File: src/rtl/mem_wb_stage.sv
// mem_wb_stage - MEM/WB pipeline register of the 32-bit pipelined core.
//
// Captures the ALU result, destination register and raw data-memory word
// from the memory stage, extracts and extends the load value, and flags
// misaligned or reserved-funct3 loads. All outputs are registered.
//
// Ports:
//   clk, rst_n        rising-edge clock, asynchronous active-low reset
//   stall, flush      hold stage / kill the entry being captured (flush wins)
//   ex_valid          memory-stage entry is a real instruction
//   ex_alu_result     ALU result, also the load address
//   ex_rd             destination register
//   ex_reg_write      instruction writes rd
//   ex_mem_to_reg     instruction is a load
//   ex_funct3         load type (LB/LH/LW/LBU/LHU)
//   mem_rdata         word-aligned data-memory read word
//   wb_valid          stage holds a live instruction
//   wb_alu_result     registered ALU result (writeback mux input a)
//   wb_load_data      extracted/extended load value (writeback mux input b)
//   wb_mem_to_reg     writeback select, 1 picks load data
//   wb_rd             destination register
//   wb_reg_write      final register-file write enable
//   wb_misaligned     load address misaligned for its size
//   wb_illegal        load with reserved funct3
//   wb_retire_count   count of valid entries captured (wraps silently)
module mem_wb_stage #(
    parameter int XLEN       = 32,
    parameter int REG_ADDR_W = 5
) (
    input  logic                  clk,
    input  logic                  rst_n,
    input  logic                  stall,
    input  logic                  flush,
    input  logic                  ex_valid,
    input  logic [XLEN-1:0]       ex_alu_result,
    input  logic [REG_ADDR_W-1:0] ex_rd,
    input  logic                  ex_reg_write,
    input  logic                  ex_mem_to_reg,
    input  logic [2:0]            ex_funct3,
    input  logic [XLEN-1:0]       mem_rdata,
    output logic                  wb_valid,
    output logic [XLEN-1:0]       wb_alu_result,
    output logic [XLEN-1:0]       wb_load_data,
    output logic                  wb_mem_to_reg,
    output logic [REG_ADDR_W-1:0] wb_rd,
    output logic                  wb_reg_write,
    output logic                  wb_misaligned,
    output logic                  wb_illegal,
    output logic [31:0]           wb_retire_count
);

    localparam logic [2:0] F3_LB  = 3'b000;
    localparam logic [2:0] F3_LH  = 3'b001;
    localparam logic [2:0] F3_LW  = 3'b010;
    localparam logic [2:0] F3_LBU = 3'b100;
    localparam logic [2:0] F3_LHU = 3'b101;

    logic [1:0]      addr_lo;
    logic [7:0]      byte_sel;
    logic [15:0]     half_sel;
    logic [XLEN-1:0] ext_data;
    logic            funct3_ok;
    logic            is_load;
    logic            misaligned;
    logic            illegal;
    logic [XLEN-1:0] load_next;
    logic            reg_write_next;

    assign addr_lo = ex_alu_result[1:0];

    always_comb begin
        byte_sel  = '0;
        half_sel  = '0;
        ext_data  = '0;
        funct3_ok = 1'b1;

        case (addr_lo)
            2'd0:    byte_sel = mem_rdata[7:0];
            2'd1:    byte_sel = mem_rdata[15:8];
            2'd2:    byte_sel = mem_rdata[23:16];
            default: byte_sel = mem_rdata[31:24];
        endcase
        half_sel = addr_lo[1] ? mem_rdata[31:16] : mem_rdata[15:0];

        case (ex_funct3)
            F3_LB:   ext_data = {{(XLEN-8){byte_sel[7]}}, byte_sel};
            F3_LBU:  ext_data = {{(XLEN-8){1'b0}}, byte_sel};
            F3_LH:   ext_data = {{(XLEN-16){half_sel[15]}}, half_sel};
            F3_LHU:  ext_data = {{(XLEN-16){1'b0}}, half_sel};
            F3_LW:   ext_data = mem_rdata;
            default: begin
                ext_data  = '0;
                funct3_ok = 1'b0;
            end
        endcase

        // Fault flags only qualify live loads; a bubble never reports a fault.
        is_load    = ex_valid & ex_mem_to_reg;
        misaligned = is_load &
                     ((((ex_funct3 == F3_LH) || (ex_funct3 == F3_LHU)) && addr_lo[0]) ||
                      ((ex_funct3 == F3_LW) && (addr_lo != 2'd0)));
        illegal    = is_load & ~funct3_ok;

        load_next = (ex_mem_to_reg && !misaligned && !illegal) ? ext_data : '0;

        reg_write_next = ex_valid & ex_reg_write & (ex_rd != '0) &
                         ~misaligned & ~illegal;
    end

    always_ff @(posedge clk or negedge rst_n) begin
        if (!rst_n) begin
            wb_valid        <= 1'b0;
            wb_alu_result   <= '0;
            wb_load_data    <= '0;
            wb_mem_to_reg   <= 1'b0;
            wb_rd           <= '0;
            wb_reg_write    <= 1'b0;
            wb_misaligned   <= 1'b0;
            wb_illegal      <= 1'b0;
            wb_retire_count <= '0;
        end else if (flush) begin
            // Kill only the control side; data fields keep their old values.
            wb_valid      <= 1'b0;
            wb_reg_write  <= 1'b0;
            wb_misaligned <= 1'b0;
            wb_illegal    <= 1'b0;
        end else if (!stall) begin
            wb_valid        <= ex_valid;
            wb_alu_result   <= ex_alu_result;
            wb_load_data    <= load_next;
            wb_mem_to_reg   <= ex_mem_to_reg;
            wb_rd           <= ex_rd;
            wb_reg_write    <= reg_write_next;
            wb_misaligned   <= misaligned;
            wb_illegal      <= illegal;
            wb_retire_count <= wb_retire_count + {31'd0, ex_valid};
        end
    end

endmodule

File: config.mk
export PLATFORM = sky130hd
export DESIGN_NAME = mem_wb_stage
export DESIGN_NICKNAME = d
export VERILOG_FILES = /design/src/rtl/mem_wb_stage.sv
export SDC_FILE = /design/constraint.sdc
export NUM_CORES = 1
export LEC_CHECK = 0
export CORE_MARGIN = 1.5
export CORE_UTILIZATION = 30
export DETAILED_ROUTE_END_ITERATION = 8
export PLACE_DENSITY = 0.59
export SETUP_SLACK_MARGIN = 0.05
export SLEW_MARGIN = 10
export SYNTH_ARGS = -nofsm -noshare
export SYNTH_HDL_FRONTEND = slang
export SYNTH_SLANG_ARGS = --single-unit
File: constraint.sdc
create_clock -name clk -period 2.4 [get_ports clk]
set_clock_uncertainty 0.05 [all_clocks]
set_input_delay 0.36 -clock clk [delete_from_list [all_inputs] [get_ports clk]]
set_output_delay 0.36 -clock clk [all_outputs]
set_load 0.01 [all_outputs]
**Run 1: zoomed window**

The bar under the picture is 5 µm long. Window x 89 to 109, y 89 to 109 µm. Cells in grey, sequential cells in the stronger grey; small squares are vias.
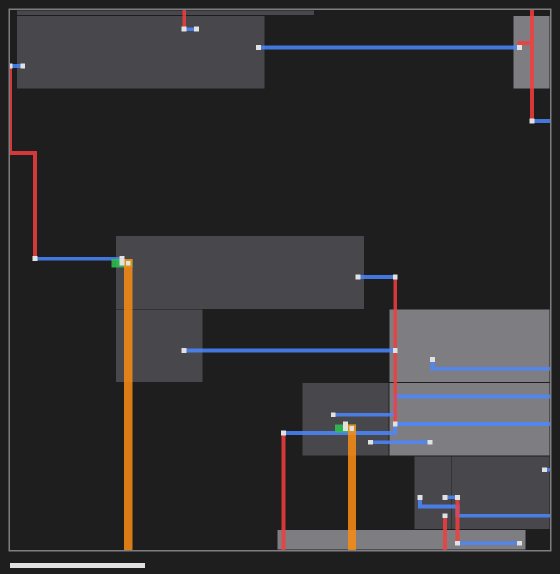
legend:
  metal 4:
    colour: orange
  metal 1:
    colour: blue
  metal 3:
    colour: green
  metal 2:
    colour: red
cells with their middle in the window: 8
netlist names of flops here include: `wb_alu_result` (1), `wb_retire_count` (1)
most frequent: clkbuf_16 (2), dfrtp_1 (2)
sequential cells in the window: 2

**Run 1: metal layers overlaid**

The bar under the picture is 50 µm long. Two of the layers only.
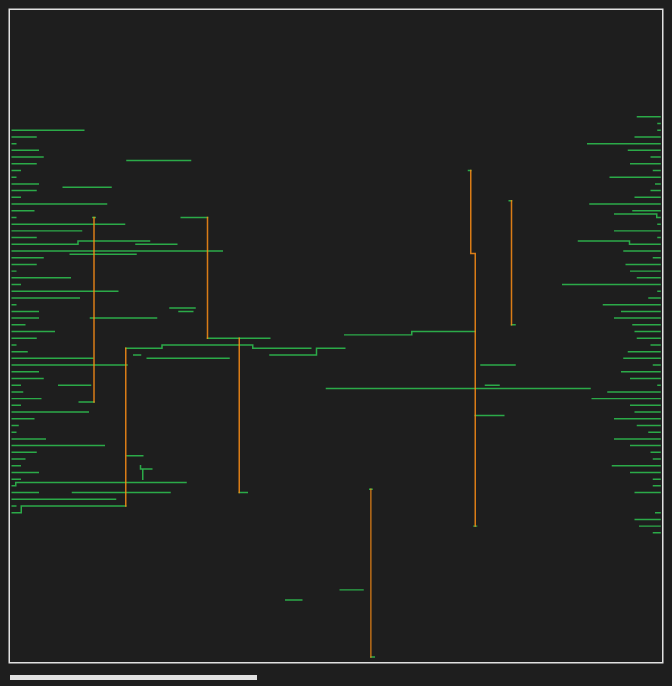
legend:
  metal 4:
    colour: orange
    wire_length: 257 µm
  metal 3:
    colour: green
    wire_length: 1130 µm

**Run 1: M1 wires**

The bar under the picture is 50 µm long. Cells faint in the background.
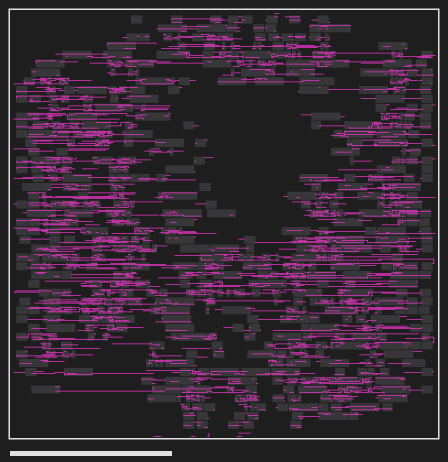
longest straight run: 41.4 µm
main direction: horizontal
WL final: 15.1 mm
met1 Use GR: 22.5%
via count: 4511

**Run 1: wiring heat map**

The die is cut into 26 by 26 equal tiles; white is low, dark blue is high, scaled to the fullest tile. Values are wire area over tile area, all layers added.
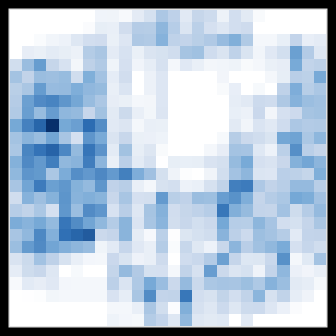
nearly empty tiles: 15%
densest ninth of the die: middle left
tiles over half the peak: 11%
fullest tile: 0.57
mean over tiles: 0.14

==> changes_impl.md, run 1 <==
## Implementation

- Count leader, synth: nand2_1
- Final setup violation count: 0
- Initial DRC Count: between 200 and 300
- Period utilization: about nine tenths
- Fraction of layout cells with a size suffix above 1: a little over a tenth
- Top cells by area: dfrtp_1, nand2_1, xnor2_1, a22oi_1, a221oi_2
- Setup crit start kind: input port
- Crit path time final: 2.19 ns
- Clk sinks: 106
- Fin. Hold Viols: 0
- Post-DP Area: between 7000 and 8000 µm²
- H-tree depth: 3
- Drt drc: 0
- Slew Limit Fails: 0
- Worst Setup Path Type: input port to flip-flop
- Worst path slowest cell: clkdlybuf4s50_1
- Fmax: 457 MHz
- GRT Overall Usage: between 10% and 20%
- Biggest regs: wb_alu_result (32), wb_load_data (32), wb_retire_count (32)
- Register share after synthesis: between 50% and 60%
- Status: finished clean
- Crit-path cells: clkdlybuf4s50_1 > ha_1 > ha_1 > or3b_4 > nor4_4 > buf_4 > nand4_1 > xnor2_1
- Gr ovfl total: 0
- Max VDD drop: 0.369 mV
- Post_cts resized: 0
- Clk_lat worst skew: about 0.35 ns
- DIE WIDTH: between 100 and 150 µm
- Avg Inst Size Synth: just under 10 µm²
- Dominant register cell: dfrtp_1
- Setup TNS: 0 ns
- Area leader share: 53.0%
- Worst hold path class: input port to asynchronous set/reset pin
- Core footprint: about 16000 µm²
- Routability cong.: roughly 0.84
- Cells after DPL: a little over 900
- Worst r2r src: wb_retire_count[0]
- CTS tree: done
- Worst Path Max Fanout: 7
- CP required: approximately 2.6 ns
- Top post-synthesis cells by count: nand2_1, dfrtp_1, xnor2_1
- Fp util: between 30 and 40%
- RSZ-0062 raised after global routing: no
- Ports: roughly 190
- Util after Layout: 45.8%
- Max-cap violation count: 0
- Layout area overhead: 50.7%
run 1: cell type report:
class / count / area, µm² / share of cell area, %
clock buffer: 10 / 239 / 3.17
clock inverter: 5 / 61.3 / 0.813
inverter: 2 / 7.51 / 0.0996
multi-input combinational: 371 / 2210 / 29.3
sequential: 106 / 2650 / 35.2
tap: 220 / 275 / 3.65
timing repair buffer: 214 / 2090 / 27.7
run 1: worst max path at each step:
stage / start / endpoint / cells after the start
6_report: ex_valid / wb_retire_count[28] / 8
5_1_grt: ex_valid / wb_retire_count[28] / 8
4_1_cts: ex_valid / wb_retire_count[28] / 8
3_5_place_dp: ex_valid / wb_retire_count[28] / 8
3_3_place_gp: ex_valid / wb_retire_count[28] / 8
2_1_floorplan: wb_retire_count[0] / wb_retire_count[28] / 6
run 1: logic make-up (layout without fill, tap and decap cells):
kind of cell | count (synthesis) | count (layout) | share of synthesized area, %
muxes | 13 | 13 | 3.33
buffers and inverters | 31 | 231 | 2.93
AOI/OAI and AO/OA | 91 | 91 | 13.2
and+or+nand+nor | 235 | 235 | 21.8
DFF | 106 | 106 | 53.0
xor gates and xnor gates | 30 | 30 | 5.25
adders and majority gates | 2 | 2 | 0.500
run 1: placed cells by master, fill, tap and decap left out, types with 2 or more instances in the layout:
cell / count
nor3_1: 4
mux4_2: 2
nand3_1: 13
a22oi_1: 16
or2_2: 2
inv_6: 2
and3_1: 5
a21oi_1: 3
buf_4: 28
nand2_1: 164
o32ai_1: 7
and4_1: 2
clkdlybuf4s50_1: 183
nor2b_1: 7
mux2i_1: 2
mux2_2: 9
ha_1: 2
nand4_1: 11
a22o_1: 7
clkbuf_16: 9
a221oi_2: 7
buf_12: 2
and3b_1: 2
o21ai_0: 21
nor2_1: 11
o211ai_1: 6
xnor2_1: 25
o21ai_1: 19
nor4_4: 3
xor2_1: 5
dfrtp_1: 106
run 1: repair_timing:
item,in CTS,in global routing
setup buffers,0,0
hold buffers,1,0
hold endpoints to repair,19,0
run 1: stage by stage:
| step | hold WS, ns | setup WS [ns] | power [mW] |
|---|---|---|---|
| 2_1_floorplan | 0.0144 | 0.437 | 2.40 |
| 3_3_place_gp | 0.201 | -0.0634 | 2.98 |
| 3_5_place_dp | 0.207 | -0.148 | 3.00 |
| 4_1_cts | 0.365 | 0.213 | 4.54 |
| 5_1_grt | 0.376 | 0.107 | 4.70 |
| 6_report | 0.369 | 0.211 | 4.48 |
run 1: report_power, final:
part | leakage, nW | switching (mW) | internal, mW
registers | 1.41 | 0.103 | 1.93
logic | 1.72 | 0.424 | 0.508
clock network | 0.149 | 0.679 | 0.840
run 1: per-layer routing:
metal / GRT usage [%] / vias to the layer above / share of wire [%]
met5: 0 / - / 0
li1: - / 2142 / -
met4: 7.10 / 0 / 1.7
met1: 22.5 / 2180 / 43
met3: 4.69 / 16 / 7.5
met2: 29.8 / 173 / 48
--- run 2 (diff from run 1) ---
Settings changed: CAP_MARGIN from default to 40.
**Run 2: wiring heat map**

The die is cut into 26 by 26 equal tiles; white is low, dark blue is high, scaled to the fullest tile. Values are wire area over tile area, all layers added.
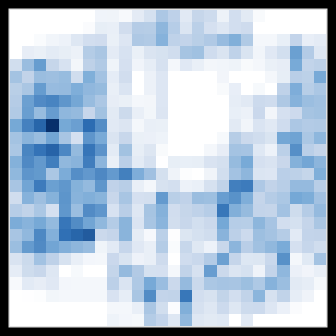
GRT Overall Usage: 18.0%
wire length per cell: 16.3 µm

**Run 2: routing congestion**

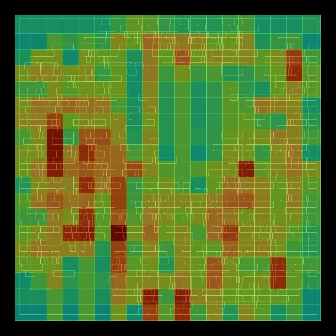
gr busiest metal: met2
Util after Layout: 45.8%

==> run 2 against run 1 <==
Setup slack did not move. Largest cell class unchanged. Critical path depth did not move. Flip-flop count did not move. Combinational power barely moved.
==> changes_impl.md, run 2 <==
## Implementation

- Status: finished clean (unchanged)
- Register share after synthesis: 53.0% (unchanged)
- Post-DP Area: 7230 µm² (unchanged)
- H-tree depth: 3 (unchanged)
- P_int: 3.27 mW (unchanged)
- Ports: 185 (unchanged)
- Clock buffer depth: 2 (unchanged)
- Layout area overhead: 50.7% (unchanged)
- FFs w/ async S/R, synth: 100% (unchanged)
- Flop area: 2650 µm² (unchanged)
- Count leader, synth: nand2_1 (unchanged)
- Dominant register cell: dfrtp_1 (unchanged)
- Lkg Pwr: 3.28 nW (unchanged)
- Fmax: 457 MHz (unchanged)
- Initial antenna violation count: 0 (unchanged)
- Logic area: 2210 µm² (unchanged)
- Clk sinks: 106 (unchanged)
- Avg Inst Size Synth: 9.85 µm² (unchanged)
- CP required: 2.58 ns (about the same)
- Slew Limit Fails: 0 (unchanged)
- DIE WIDTH: 132 µm (unchanged)
- Top non-seq family: simple AND/OR/NAND/NOR gates (unchanged)
- OpenROAD warning count: 26 (unchanged)
- Worst Path Max Fanout: 7 (unchanged)
- Top cells by area: dfrtp_1, nand2_1, xnor2_1, a22oi_1, a221oi_2 (unchanged)
- Core footprint: 16500 µm² (unchanged)
- Fp util: 30.4% (unchanged)
- Post-CTS Setup Inserts: 0 (unchanged)
- Pin count of the biggest net entering global routing: 88 (unchanged)
- Final worst slack: 0.211 ns (unchanged)
- Post-route ant nets: 0 (unchanged)
- Commonest Layout Cell: clkdlybuf4s50_1 (unchanged)
- Post_cts resized: 0 (unchanged)
- Routability cong.: 0.841 (unchanged)
- Drt drc: 0 (unchanged)
- Area of the die: 17500 µm² (unchanged)
- Setup crit start kind: input port (unchanged)
- Via count: 4511 (unchanged)
- Synth Cell Area: 5000 µm² (unchanged)
- Cts bufs inserted: 9 (unchanged)
- Netlist cell types: 48 (unchanged)
- R2R depth: 7 (unchanged)
- Worst hold path class: input port to asynchronous set/reset pin (unchanged)
- Drt first pass iters: 4 (unchanged)
- Chip height: 132 µm (unchanged)
- Clock power share: 33.9% (about the same)
- Area leader share: 53.0% (unchanged)
- Fa+ha+maj area frac: 0.500% (unchanged)
- Max-cap violation count: 0 (unchanged)
- Gr ovfl total: 0 (unchanged)
- Root buffer cell: clkbuf_16 (unchanged)
- Comb power frac: 20.8% (about the same)
- Top cells excl fill/tap: clkdlybuf4s50_1, nand2_1, dfrtp_1 (unchanged)
- EDFF count, synth: 0 (unchanged)
- Psw: 1.21 mW (unchanged)
- Xor/xnor share: 5.25% (unchanged)
- Critical Path End Type: flip-flop (unchanged)
- WL final: 15.1 mm (unchanged)
- Final setup violation count: 0 (unchanged)
- Biggest regs: wb_alu_result (32), wb_load_data (32), wb_retire_count (32) (unchanged)
- Cell area after layout: 7540 µm² (unchanged)
- CTS tree: done (unchanged)
- Yosys warning count: 0 (unchanged)
- Fraction of layout cells with a size suffix above 1: 10.5% (unchanged)
- Sw Share: 26.9% (unchanged)
- Fill cells: 1513 (unchanged)
- RSZ-0062 raised after global routing: no (unchanged)
- Worst Setup Path Type: input port to flip-flop (unchanged)
- Crit path time final: 2.19 ns (unchanged)
- Yosys stat area: 5000 µm² (unchanged)
- Mux share: 3.33% (unchanged)
- Top post-synthesis cells by count: nand2_1, dfrtp_1, xnor2_1 (unchanged)
- Ao+oa area frac: 13.2% (unchanged)
- Max VDD drop: 0.369 mV (unchanged)
- Period utilization: 91.2% (unchanged)
- # rows: 47 (unchanged)
- Initial DRC Count: 299 (unchanged)
- Arr. time, crit path: 2.37 ns (about the same)
- Sequential power share: 45.3% (about the same)
- Place WS: -0.148 ns (unchanged)
- Clk_lat worst skew: 0.35 ns (about the same)
- Post-Syn Nets: 589 (unchanged)
- Simple-Gate Area Share: 21.8% (unchanged)
- Gate Count Post-Synth: 508 (unchanged)
- Synth area leader: dfrtp_1 (unchanged)
- Fin. Hold Viols: 0 (unchanged)
- Yosys cell count: 508 (unchanged)
-- run 2: cell counts in the layout (fill, tap and decap cells not counted) --
No cell type changed its count.
-- run 2: kinds of logic (layout without fill, tap and decap cells) --
family,after synthesis,after routing
AND-OR/OR-AND,91,91
XOR/XNOR,30,30
flip-flops,106,106
AND/OR/NAND/NOR,235,235
multiplexers,13,13
buffers and inverters,31,231
adder cells (fa/ha/maj),2,2
-- run 2: metal layers --
layer	track usage [%]	vias to the layer above	wire length, µm
met2	29.8	173	7270
met4	7.10	0	257
met5	0	-	0
li1	-	2142	-
met1	22.5	2180	6460
met3	4.69	16	1130
-- run 2: cell type report --
type	instances	share of cell area [%]
multi-input cells	371	29.3
well taps	220	3.65
inverters	2	0.0996
clock buffers	10	3.17
repair buffers	214	27.7
flip-flops and latches	106	35.2
clock inverters	5	0.813
-- run 2: final timing paths --
check                                         from                   to  slack, ns
worst max-delay path                      ex_valid  wb_retire_count[28]       0.21
worst min-delay path                         rst_n  wb_retire_count[18]       0.37
worst max register to register  wb_retire_count[0]  wb_retire_count[28]       0.35
worst min register to register    wb_alu_result[8]     wb_alu_result[8]       0.43
max in group asynchronous                    rst_n     wb_load_data[14]       1.15
min in group clk                  wb_alu_result[8]     wb_alu_result[8]       0.43
-- run 2: power groups by stage --
stage,Combinational [mW],Clock [mW],Sequential (mW)
floorplan,0.286,0,2.11
global placement,0.924,0,2.06
detailed placement,0.939,0,2.06
CTS,0.943,1.57,2.03
global route,1.01,1.64,2.05
finish,0.931,1.52,2.03
-- run 2: critical path, stage by stage --
cell             delay (ns)
clkdlybuf4s50_1        0.53
ha_1                   0.21
ha_1                   0.16
or3b_4                 0.40
nor4_4                 0.25
buf_4                  0.18
nand4_1                0.11
xnor2_1                0.16
-- run 2: timing repair --
| action | in CTS | in global routing |
|---|---|---|
| hold buffers | 1 | 0 |
| hold endpoints to repair | 19 | 0 |
| setup endpoints to repair | 0 | 0 |
-- run 2: metrics by stage --
step | hold slack, ns | std cells | util, % | TNS, ns | total power, mW
after detailed placement | 0.207 | 912 | 43.9 | -1.31 | 3.00
final | 0.369 | 928 | 45.8 | 0 | 4.48
after CTS | 0.365 | 928 | 45.8 | 0 | 4.54
after global placement | 0.201 | 912 | 43.9 | -0.220 | 2.98
after global routing | 0.376 | 928 | 45.8 | 0 | 4.70
after floorplan | 0.0144 | 508 | - | 0 | 2.40
Power is estimated from default activity; no workload was simulated.
